File: src/rtl/data_port_arbiter.sv
// Round-robin arbiter sharing one data-memory port between the execute stage (A)
// and the debug/loader unit (B); one transaction in flight at a time.
module data_port_arbiter #(
  parameter int unsigned ADDR_W     = 9,
  parameter int unsigned DATA_W     = 32,
  parameter int unsigned RD_LATENCY = 1
) (
  input  logic              clock,
  input  logic              reset,
  // Port A: execute stage
  input  logic              a_req,
  input  logic              a_we,
  input  logic [ADDR_W-1:0] a_addr,
  input  logic [DATA_W-1:0] a_wdata,
  output logic              a_ack,
  output logic [DATA_W-1:0] a_rdata,
  output logic              a_stall,
  // Port B: debug/loader
  input  logic              b_req,
  input  logic              b_we,
  input  logic [ADDR_W-1:0] b_addr,
  input  logic [DATA_W-1:0] b_wdata,
  output logic              b_ack,
  output logic [DATA_W-1:0] b_rdata,
  // Memory port
  output logic              mem_en,
  output logic              mem_we,
  output logic [ADDR_W-1:0] mem_addr,
  output logic [DATA_W-1:0] mem_wdata,
  input  logic [DATA_W-1:0] mem_rdata,
  output logic              busy
);

  typedef enum logic [1:0] {StIdle, StIssue, StWait, StResp} state_e;

  localparam int unsigned CntW = (RD_LATENCY > 1) ? $clog2(RD_LATENCY) : 1;
  localparam logic [CntW-1:0] CntLoad = CntW'(RD_LATENCY - 1);

  state_e state_q, state_d;

  logic              grant_b_q;  // granted port of the current transaction, 1 = B
  logic              last_b_q;   // port granted most recently, 1 = B
  logic              we_q;
  logic [ADDR_W-1:0] addr_q;
  logic [DATA_W-1:0] wdata_q;
  logic [CntW-1:0]   cnt_q;
  logic [DATA_W-1:0] a_rdata_q;
  logic [DATA_W-1:0] b_rdata_q;

  logic pick_a;
  logic pick_b;
  logic grant;
  logic capture;
  logic ack_any;

  // Contention goes to the port that did not win last time.
  always_comb begin
    pick_a  = a_req & (~b_req | last_b_q);
    pick_b  = b_req & ~pick_a;
    grant   = (state_q == StIdle) & (pick_a | pick_b);
    capture = (state_q == StWait) & (cnt_q == '0);
  end

  // State register
  always_ff @(posedge clock) begin
    if (reset) begin
      state_q <= StIdle;
    end else begin
      state_q <= state_d;
    end
  end

  // Next-state logic
  always_comb begin
    state_d = state_q;
    unique case (state_q)
      StIdle:  if (grant) state_d = StIssue;
      StIssue: state_d = we_q ? StIdle : StWait;
      StWait:  if (cnt_q == '0) state_d = StResp;
      StResp:  state_d = StIdle;
      default: state_d = StIdle;
    endcase
  end

  // Registered copy of the granted request and round-robin pointer
  always_ff @(posedge clock) begin
    if (reset) begin
      grant_b_q <= 1'b0;
      last_b_q  <= 1'b1;
      we_q      <= 1'b0;
      addr_q    <= '0;
      wdata_q   <= '0;
    end else if (grant) begin
      grant_b_q <= pick_b;
      last_b_q  <= pick_b;
      we_q      <= pick_b ? b_we    : a_we;
      addr_q    <= pick_b ? b_addr  : a_addr;
      wdata_q   <= pick_b ? b_wdata : a_wdata;
    end
  end

  // Read latency counter: reaches zero in the cycle mem_rdata is valid
  always_ff @(posedge clock) begin
    if (reset) begin
      cnt_q <= '0;
    end else if (state_q == StIssue) begin
      cnt_q <= CntLoad;
    end else if ((state_q == StWait) && (cnt_q != '0)) begin
      cnt_q <= cnt_q - CntW'(1);
    end
  end

  // Per-port read data; only the granted port's register is written
  always_ff @(posedge clock) begin
    if (reset) begin
      a_rdata_q <= '0;
      b_rdata_q <= '0;
    end else if (capture) begin
      if (grant_b_q) begin
        b_rdata_q <= mem_rdata;
      end else begin
        a_rdata_q <= mem_rdata;
      end
    end
  end

  // Output logic
  always_comb begin
    mem_en  = 1'b0;
    mem_we  = 1'b0;
    ack_any = 1'b0;
    busy    = 1'b1;
    unique case (state_q)
      StIdle:  busy = 1'b0;
      StIssue: begin
        mem_en  = 1'b1;
        mem_we  = we_q;
        ack_any = we_q;
      end
      StWait:  ack_any = 1'b0;
      StResp:  ack_any = 1'b1;
      default: busy = 1'b0;
    endcase
    a_ack = ack_any & ~grant_b_q;
    b_ack = ack_any & grant_b_q;
  end

  assign mem_addr  = addr_q;
  assign mem_wdata = wdata_q;
  assign a_rdata   = a_rdata_q;
  assign b_rdata   = b_rdata_q;
  assign a_stall   = a_req & ~a_ack;

  assert property (@(posedge clock) disable iff (reset) !(a_ack && b_ack));
  assert property (@(posedge clock) disable iff (reset) mem_en |=> !mem_en);

endmodule
File: config.mk
export PLATFORM = sky130hd
export DESIGN_NAME = data_port_arbiter
export DESIGN_NICKNAME = d
export VERILOG_FILES = /design/src/rtl/data_port_arbiter.sv
export SDC_FILE = /design/constraint.sdc
export NUM_CORES = 1
export LEC_CHECK = 0
export CELL_PAD_IN_SITES_DETAIL_PLACEMENT = 1
export CELL_PAD_IN_SITES_GLOBAL_PLACEMENT = 1
export CORE_AREA = 2 2 126 128
export CTS_CLUSTER_DIAMETER = 120
export DETAILED_ROUTE_END_ITERATION = 6
export DIE_AREA = 0 0 128 130
export PLACE_DENSITY = 0.84
export SKIP_LAST_GASP = 1
export SYNTH_ARGS = -nofsm -noshare
export SYNTH_HDL_FRONTEND = slang
export SYNTH_SLANG_ARGS = --single-unit
File: constraint.sdc
create_clock -name clock -period 3.21 [get_ports clock]
set_clock_uncertainty 0.1 [all_clocks]
set_input_delay 0.321 -clock clock [delete_from_list [all_inputs] [get_ports clock]]
set_output_delay 0.321 -clock clock [all_outputs]
set_load 0.1 [all_outputs]
layer_met1.png
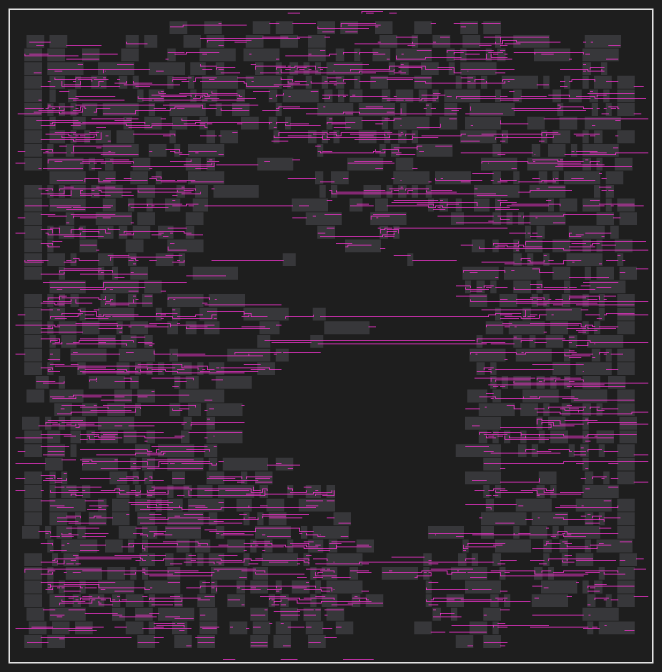
- share of all routed wire: 42%
- main direction: horizontal
- longest straight run: 41.9 um
- nets with wire on the layer: 753
routing usage on met1: 22.2%
Vias: 4683
final WL: 15900 um

layer_met2.png
Scale bar: 50 um.
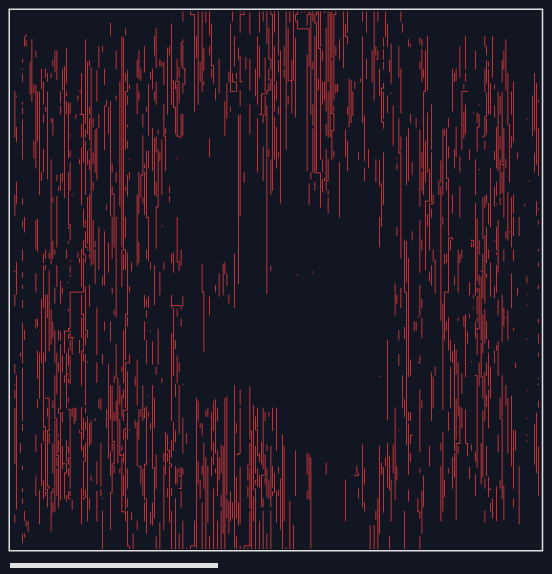
- main direction: vertical
- wire length on this layer: 7400 um
GRT met2 Usage: 31.6%

layer_met3.png
Scale bar: 50 um.
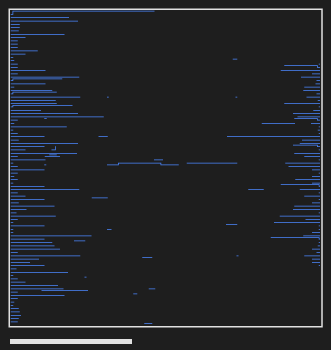
- nets with wire on the layer: 167
- share of all routed wire: 9.8%
- wire length on this layer: 1570 um
GR Layer Usage met3: 7.87%

==> results.toml <==
# implementation run metrics
[cts]
cts.clk_slew.worst_paths_ns = 0.08
cts_tree = "yes"
cts_root_buffer = "clkbuf_16"
ctsResizeCount = 0
clock.latency.late_pin_ns = 0.34
holdBufCountCts = 0
numCtsBuffers = 9

[floorplanning]
io_pins = 231
die-area_um2 = 16600

[route]
dr.pass1.iters = 4
avgViaCountPerCell = 4.92
drt-initial-drc-count = 206
drc_errors = 0

[grt]
grt.busiest_layer = "met2"
grt_pass1_vias = 4704
grt_pass1_wl_um = 24700
grt_max_degree = 74

[worst_setup_path]
cp_cell_sequence = "clkdlybuf4s50_1"
cp_num_buf_inv = 1
slowest_stage = "clkdlybuf4s50_1"
worstPathArrival_ns = 1.88
worst_setup_path_end_kind = "output port"
max_stage_delay_ns = 1.16

[timing]
maxSlewHeadroom_pct = 31.8
max_freq_mhz = 435
hold_viol_final = 0
period_used_pct = 71.6
min_period_ns = 2.30
slew_viol_final = 0
worstMarginPinSlew_ns = 1.02

[flow_run]
warnings = 26
cap_violations = 0

[layout]
layout-drive-gt1-share_pct = 7.11
fin_nets = 874
fin_cells = 951
final_cell_mix = "213 x clkdlybuf4s50_1, 212 x nand2_1, 111 x dfxtp_1, 108 x a21oi_1, 42 x a311oi_1"

[placed_design]
dp_hpwl_um = 11200

[synthesis]
yosysCellCount = 551
syn_area_per_cell_um2 = 7.95
top_area_share_pct = 50.7
synth_area_leader_cell = "dfxtp_1"
common_cells = "212 x nand2_1, 111 x dfxtp_1, 108 x a21oi_1"
syn_inst = 551
netlist_area_um2 = 4380

[power_and_ir_drop]
p_comb_share_pct = 34.4
internal-power_w = 0.00240

[worst_hold_path]
hold_class = "reg2reg"

[status]
status = "complete, no violations"
==> power groups by stage <==
stage	combinational (W)	sequential (W)	clock, W
after CTS	0.00138	0.00154	0.00112
after floorplan	0.000328	0.00219	0
after global routing	0.00144	0.00155	0.00117
after global placement	0.00137	0.00156	0
after detailed placement	0.00138	0.00157	0
final	0.00137	0.00154	0.00108
==> per-layer routing <==
metal / part of all wire [%] / vias up
met4: 1.6 / 0
met3: 9.8 / 18
met1: 42 / 2197
met2: 46 / 190
met5: 0 / -
li1: - / 2278
==> layout make-up <==
cell class,instances,area (um^2)
clock inverter,7,55.1
fill,1814,8380
inverter,2,7.51
multi-input combinational,387,1920
tap,192,240
timing repair buffer,243,2370
clock buffer,9,225
sequential,111,2220
==> metrics by stage <==
step / instance area (um^2) / total power [W] / util, % / setup slack (ns) / hold slack, ns
6_report: 7040 / 0.00399 / 45.7 / 0.913 / 0.354
5_1_grt: 7040 / 0.00416 / 45.7 / 0.864 / 0.376
4_1_cts: 7040 / 0.00403 / 45.7 / 0.891 / 0.356
3_5_place_dp: 6760 / 0.00295 / 43.8 / 0.895 / 0.346
3_3_place_gp: 6760 / 0.00293 / 43.8 / 1.01 / 0.341
2_1_floorplan: 4380 / 0.00252 / - / 0.0266 / 0.357
==> path summary, 6_finish.rpt <==
path / from / endpoint / slack, ns / cells after the start
worst max-delay path: mem_wdata[12] / mem_wdata[12] / 0.91 / 1
worst min-delay path: b_rdata[19] / b_rdata[19] / 0.35 / 2
worst max register to register: last_b_q / mem_addr[4] / 1.43 / 4
worst min register to register: b_rdata[19] / b_rdata[19] / 0.35 / 2
==> kinds of logic after synthesis <==
family | share of synthesized area, %
AOI/OAI and AO/OA | 21.8
buffers and inverters | 6.17
and+or+nand+nor | 21.3
DFF | 50.7
Power figures rest on the tool's default switching activity, not on a simulated workload.
